**src/rtl/addsub_rr_arbiter_pkg.sv**
```systemverilog
// Shared definitions for the two-requester add/sub arbiter.
//   - op-select encoding for the shared adder/subtractor
//   - requester id constants carried on rsp_id and held in last_grant
//   - output register FSM state encoding
package addsub_rr_arbiter_pkg;

    localparam logic OP_ADD = 1'b0;
    localparam logic OP_SUB = 1'b1;

    localparam logic REQ0 = 1'b0;
    localparam logic REQ1 = 1'b1;

    typedef enum logic {
        EMPTY = 1'b0,
        FULL  = 1'b1
    } state_t;

endpackage

```
**src/rtl/addsub_rr_arbiter_rr.sv**
```systemverilog
// Two-way round-robin grant generator.
//   clk, reset : clock, asynchronous active-high reset
//   en         : grants are only issued while en is high
//   valid0/1   : request lines
//   gnt0/1     : one-hot (or zero) grant
//   gnt_any    : some requester was granted this cycle
//   gnt_id     : id of the granted requester (valid when gnt_any)
import addsub_rr_arbiter_pkg::*;

module rr_arbiter_2 (
    input  logic clk,
    input  logic reset,
    input  logic en,
    input  logic valid0,
    input  logic valid1,
    output logic gnt0,
    output logic gnt1,
    output logic gnt_any,
    output logic gnt_id
);

    logic last_grant;

    always_comb begin
        gnt0 = 1'b0;
        gnt1 = 1'b0;
        if (en) begin
            if (valid0 && valid1) begin
                // Under contention, the one that did not win last time goes.
                gnt0 = (last_grant == REQ1);
                gnt1 = (last_grant == REQ0);
            end else begin
                gnt0 = valid0;
                gnt1 = valid1;
            end
        end
    end

    assign gnt_any = gnt0 | gnt1;
    assign gnt_id  = gnt1 ? REQ1 : REQ0;

    // Resetting to REQ1 makes requester 0 win the first contest.
    always_ff @(posedge clk or posedge reset) begin
        if (reset) begin
            last_grant <= REQ1;
        end else if (gnt_any) begin
            last_grant <= gnt_id;
        end
    end

endmodule

```
**src/rtl/four_bit_adder_subtractor.sv**
```systemverilog
// Combinational 4-bit adder/subtractor.
//   a, b    : operands
//   sub     : OP_ADD -> a + b, OP_SUB -> a - b
//   result  : (a +/- b) mod 16
//   cout    : carry out of a + bop, where bop = b (add) or (16 - b) mod 16 (sub)
import addsub_rr_arbiter_pkg::*;

module four_bit_adder_subtractor (
    input  logic [3:0] a,
    input  logic [3:0] b,
    input  logic       sub,
    output logic [3:0] result,
    output logic       cout
);

    logic [3:0] bop;
    logic [4:0] sum;

    // Two's complement negate instead of ~b with carry-in, so that x - 0
    // yields bop = 0 and therefore no carry out.
    assign bop    = (sub == OP_SUB) ? (4'd0 - b) : b;
    assign sum    = {1'b0, a} + {1'b0, bop};
    assign result = sum[3:0];
    assign cout   = sum[4];

endmodule

```
**src/rtl/addsub_rr_arbiter.sv**
```systemverilog
// Shares one four_bit_adder_subtractor between two valid/ready requesters
// with round-robin arbitration and a single-entry tagged result register.
//   clk, reset          : clock, asynchronous active-high reset
//   reqN_valid/ready    : per-requester handshake (ready = granted this cycle)
//   reqN_a/b/sub        : per-requester operands and op select
//   rsp_valid/ready     : result register handshake toward the consumer
//   rsp_id              : requester that produced the held result
//   rsp_result/cout     : held adder/subtractor outputs
//   grant_cnt0/1        : wrapping per-requester grant counters
import addsub_rr_arbiter_pkg::*;

module addsub_rr_arbiter #(
    parameter int CNT_W = 8
) (
    input  logic             clk,
    input  logic             reset,
    input  logic             req0_valid,
    output logic             req0_ready,
    input  logic [3:0]       req0_a,
    input  logic [3:0]       req0_b,
    input  logic             req0_sub,
    input  logic             req1_valid,
    output logic             req1_ready,
    input  logic [3:0]       req1_a,
    input  logic [3:0]       req1_b,
    input  logic             req1_sub,
    output logic             rsp_valid,
    input  logic             rsp_ready,
    output logic             rsp_id,
    output logic [3:0]       rsp_result,
    output logic             rsp_cout,
    output logic [CNT_W-1:0] grant_cnt0,
    output logic [CNT_W-1:0] grant_cnt1
);

    state_t           state_q, state_d;
    logic             can_accept;
    logic             gnt0, gnt1, gnt_any, gnt_id;
    logic [3:0]       op_a, op_b;
    logic             op_sub;
    logic [3:0]       sum_p0;
    logic             cout_p0;
    logic [3:0]       result_p1;
    logic             cout_p1;
    logic             id_p1;
    logic [CNT_W-1:0] cnt0_q, cnt1_q;

    // A full register can be refilled in the same cycle it drains.
    assign can_accept = (state_q == EMPTY) || (rsp_ready && (state_q == FULL));

    rr_arbiter_2 u_arb (
        .clk     (clk),
        .reset   (reset),
        .en      (can_accept),
        .valid0  (req0_valid),
        .valid1  (req1_valid),
        .gnt0    (gnt0),
        .gnt1    (gnt1),
        .gnt_any (gnt_any),
        .gnt_id  (gnt_id)
    );

    assign req0_ready = gnt0;
    assign req1_ready = gnt1;

    // ---- stage p0: winner operands into the shared datapath ----
    assign op_a   = gnt1 ? req1_a   : req0_a;
    assign op_b   = gnt1 ? req1_b   : req0_b;
    assign op_sub = gnt1 ? req1_sub : req0_sub;

    four_bit_adder_subtractor u_alu (
        .a      (op_a),
        .b      (op_b),
        .sub    (op_sub),
        .result (sum_p0),
        .cout   (cout_p0)
    );

    always_comb begin
        state_d = state_q;
        if (gnt_any) begin
            state_d = FULL;
        end else if ((state_q == FULL) && rsp_ready) begin
            state_d = EMPTY;
        end
    end

    // ---- stage p1: output register, state and counters ----
    always_ff @(posedge clk or posedge reset) begin
        if (reset) begin
            state_q   <= EMPTY;
            result_p1 <= 4'd0;
            cout_p1   <= 1'b0;
            id_p1     <= REQ0;
            cnt0_q    <= '0;
            cnt1_q    <= '0;
        end else begin
            state_q <= state_d;
            if (gnt_any) begin
                result_p1 <= sum_p0;
                cout_p1   <= cout_p0;
                id_p1     <= gnt_id;
            end
            if (gnt0) begin
                cnt0_q <= cnt0_q + 1'b1;
            end
            if (gnt1) begin
                cnt1_q <= cnt1_q + 1'b1;
            end
        end
    end

    assign rsp_valid  = (state_q == FULL);
    assign rsp_id     = id_p1;
    assign rsp_result = result_p1;
    assign rsp_cout   = cout_p1;
    assign grant_cnt0 = cnt0_q;
    assign grant_cnt1 = cnt1_q;

endmodule

```
**config.mk**
```make
export PLATFORM = sky130hd
export DESIGN_NAME = addsub_rr_arbiter
export DESIGN_NICKNAME = d
export VERILOG_FILES = /design/src/rtl/addsub_rr_arbiter_pkg.sv /design/src/rtl/addsub_rr_arbiter_rr.sv /design/src/rtl/four_bit_adder_subtractor.sv /design/src/rtl/addsub_rr_arbiter.sv
export SDC_FILE = /design/constraint.sdc
export NUM_CORES = 1
export LEC_CHECK = 0
export ABC_AREA = 1
export CAP_MARGIN = 15
export CORE_UTILIZATION = 48
export DETAILED_ROUTE_END_ITERATION = 8
export PLACE_DENSITY = 0.84
export SYNTH_ARGS = -nofsm -noshare
export SYNTH_HDL_FRONTEND = slang
export SYNTH_SLANG_ARGS = --single-unit
```
**constraint.sdc**
```tcl
create_clock -name clk -period 5.2 [get_ports clk]
set_input_delay 1.04 -clock clk [delete_from_list [all_inputs] [get_ports clk]]
set_output_delay 1.04 -clock clk [all_outputs]
set_load 0.02 [all_outputs]
```
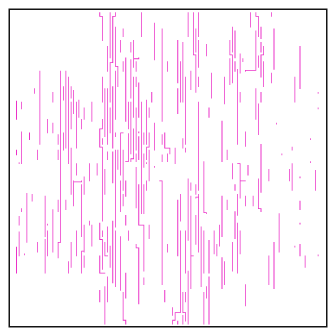
Fig. 1. Signal wires on met2.
- longest straight run: 30.3 um
- main direction: vertical
- nets with wire on the layer: 197

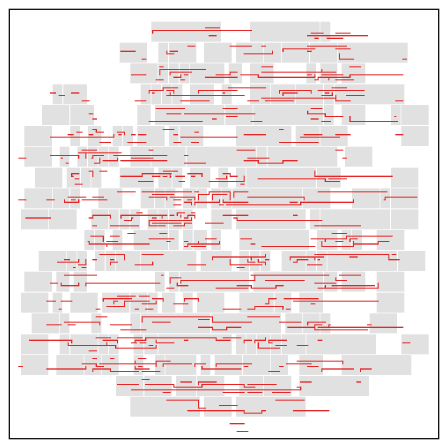
Fig. 2. Met1 routing.
- share of all routed wire: 43%
- longest straight run: 22.1 um
- main direction: horizontal

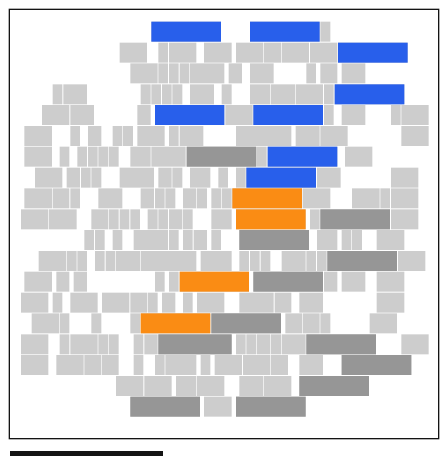
Fig. 3. Where the registers sit.
The bar under the picture is 20 um long. Other sequential cells in the stronger gray, the rest of the logic in the fainter gray.
- orange: rsp_result (flops 4; where center)
- blue: grant_cnt1 (flops 8)

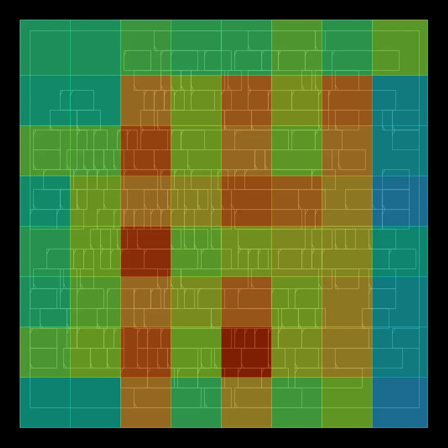
Fig. 4. Routing congestion map.
Final Util: 0.694
routing usage on met1: 0.217
Avg WL per Cell: 10.4 um

==> reports/results.tsv <==
stage	metric	value	unit
cells_and_area	Top cell excl fill/tap	nand2_1	
flow_run	tool warnings	26	
worst_setup_path	WP data arrival	2650	ps
worst_setup_path	CP required	4160	ps
power_and_ir_drop	clock share of power	0.098	
power_and_ir_drop	PwrDens	456	nW/um^2
routing	DRC errors left	0	
final_timing	Setup Viol. Count Final	0	
final_timing	final max-slew violation count	0	
synthesis	Synth Warn #	0	
outcome	status	finished, final reports clean	
synthesis	syn nets	193	
min_path	Hold Crit Class	reg -> reg	
cells_and_area	share of layout cells above drive strength 1	0.113	
cells_and_area	fin cells	244	
placed_design	IO Port Bufs	47	
synthesis	Netlist Area Pre-Place	1390	sq um
power_and_ir_drop	Comb pwr share	0.528	
cts	PostCTS Resize Cnt	0	
final_timing	fin crit share	0.710	
placed_design	placed insts	240	
worst_setup_path	type of the worst setup path	in -> out	
final_timing	setup TNS	0	ps
synthesis	Unique cell types	30	
power_and_ir_drop	NetSw	363	uW
final_timing	relative slew slack	0.417	
cts	clock buffer depth	2	
power_and_ir_drop	VDD IR max	0.000358	V
routing	met1 wire length	1.10	mm
global_route	largest net degree at the start of global routing	25	
cells_and_area	synthesis-to-layout area growth	37.3	%
power_and_ir_drop	Sw Ratio	0.416	
floorplanning	Die W	55.9	um
power_and_ir_drop	Cell Int Power	510	uW
floorplanning	core box area	2760	sq um
routing	ANT nets after route	0	
power_and_ir_drop	sequential share of power	0.374	
synthesis	# Cells Yosys	164	
cts	clk slew on worst S/H paths	120	ps
global_route	initial antenna violation count	0	
## sequential cells by signal, summed over array words and instances, names as in the netlist
register and count:
rsp_id 1, rsp_cout 1, grant_cnt1 8, rsp_result 4
rsp_valid 1, grant_cnt0 8, u_arb.last_grant 1
## worst max-delay path: stages
cell and delay [ps]:
clkdlybuf4s50_1 470, inv_2 40, nand2_4 70, and3_1 360, clkdlybuf4s50_1 670
## kinds of logic (layout without fill, tap and decap cells)
| kind of cell | count (synthesis) | in the layout | share of synthesized area |
|---|---|---|---|
| XOR/XNOR | 14 | 14 | 0.0880 |
| flip-flops | 24 | 24 | 0.432 |
| AND/OR/NAND/NOR | 80 | 80 | 0.282 |
| adder cells (fa/ha/maj) | 6 | 6 | 0.0592 |
| AND-OR/OR-AND | 12 | 12 | 0.0539 |
| buffers and inverters | 28 | 77 | 0.0853 |
## power groups by stage
| stage | combinational, uW | clock [uW] | sequential, uW |
|---|---|---|---|
| floorplan | 185 | 0 | 410 |
| global placement | 449 | 0 | 330 |
| detailed placement | 463 | 0 | 332 |
| CTS | 464 | 88.2 | 328 |
| global route | 500 | 93.4 | 339 |
| finish | 461 | 85.2 | 327 |
## final cells by class
class                           count  area [sq um]
Fill cell                         222           845
Multi-Input combinational cell    112           673
Sequential cell                    24           602
Timing Repair Buffer               48           478
Inverter                           25          95.1
Tap cell                           31          38.8
Clock buffer                        4          26.3
## cells in the mapped netlist
cell type	count	area (sq um)
clkinv_2	1	5.00
dfstp_2	1	26.3
xor2_1	8	70.1
inv_1	20	75.1
dfrtp_1	23	576
nand3b_1	2	15.0
xnor2_1	6	52.6
o21ai_2	2	17.5
nand4_1	4	25.0
buf_2	1	5.00
a2bb2oi_1	1	8.76
nand2_4	2	22.5
nand2_2	3	18.8
o21ai_1	4	20.0
nor2_2	2	12.5
nor2_1	5	18.8
a21oi_2	1	8.76
inv_2	4	15.0
ha_1	5	62.6
nand2_1	50	188
nor3_2	1	10.0
buf_6	1	11.3
nand3_2	2	20.0
buf_4	1	7.51
and3_1	2	12.5
o21ai_0	3	15.0
fa_1	1	20.0
nor2_8	1	20.0
a21oi_1	1	5.00
nand3_1	6	30.0
## stage by stage
| stage | total power [uW] | area (sq um) | setup WS, ps | utilization | hold slack (ps) |
|---|---|---|---|---|---|
| after floorplan | 595 | 1390 | 2390 | - | 482 |
| after global placement | 779 | 1890 | 1540 | 0.684 | 456 |
| after detailed placement | 794 | 1890 | 1500 | 0.684 | 466 |
| after CTS | 880 | 1910 | 1490 | 0.694 | 486 |
| after global routing | 933 | 1910 | 1430 | 0.694 | 526 |
| final | 873 | 1910 | 1510 | 0.694 | 480 |
## path summary, 6_finish.rpt
path / slack, ps / cells after the start / to
max: 1510 / 5 / req0_ready
min: 480 / 1 / grant_cnt1[7]
max reg2reg: 2680 / 18 / rsp_result[3]
min reg2reg: 480 / 1 / grant_cnt1[7]
max in group asynchronous: 3480 / 2 / grant_cnt0[4]
min in group asynchronous: 1190 / 2 / grant_cnt0[7]
## layer usage
metal,vias to the layer above,track usage
met1,534,0.217
met3,5,0.0349
met4,0,0.0906
met2,41,0.315
li1,603,-
met5,-,0
No activity file was given, so power comes from the tool's default toggle rates.
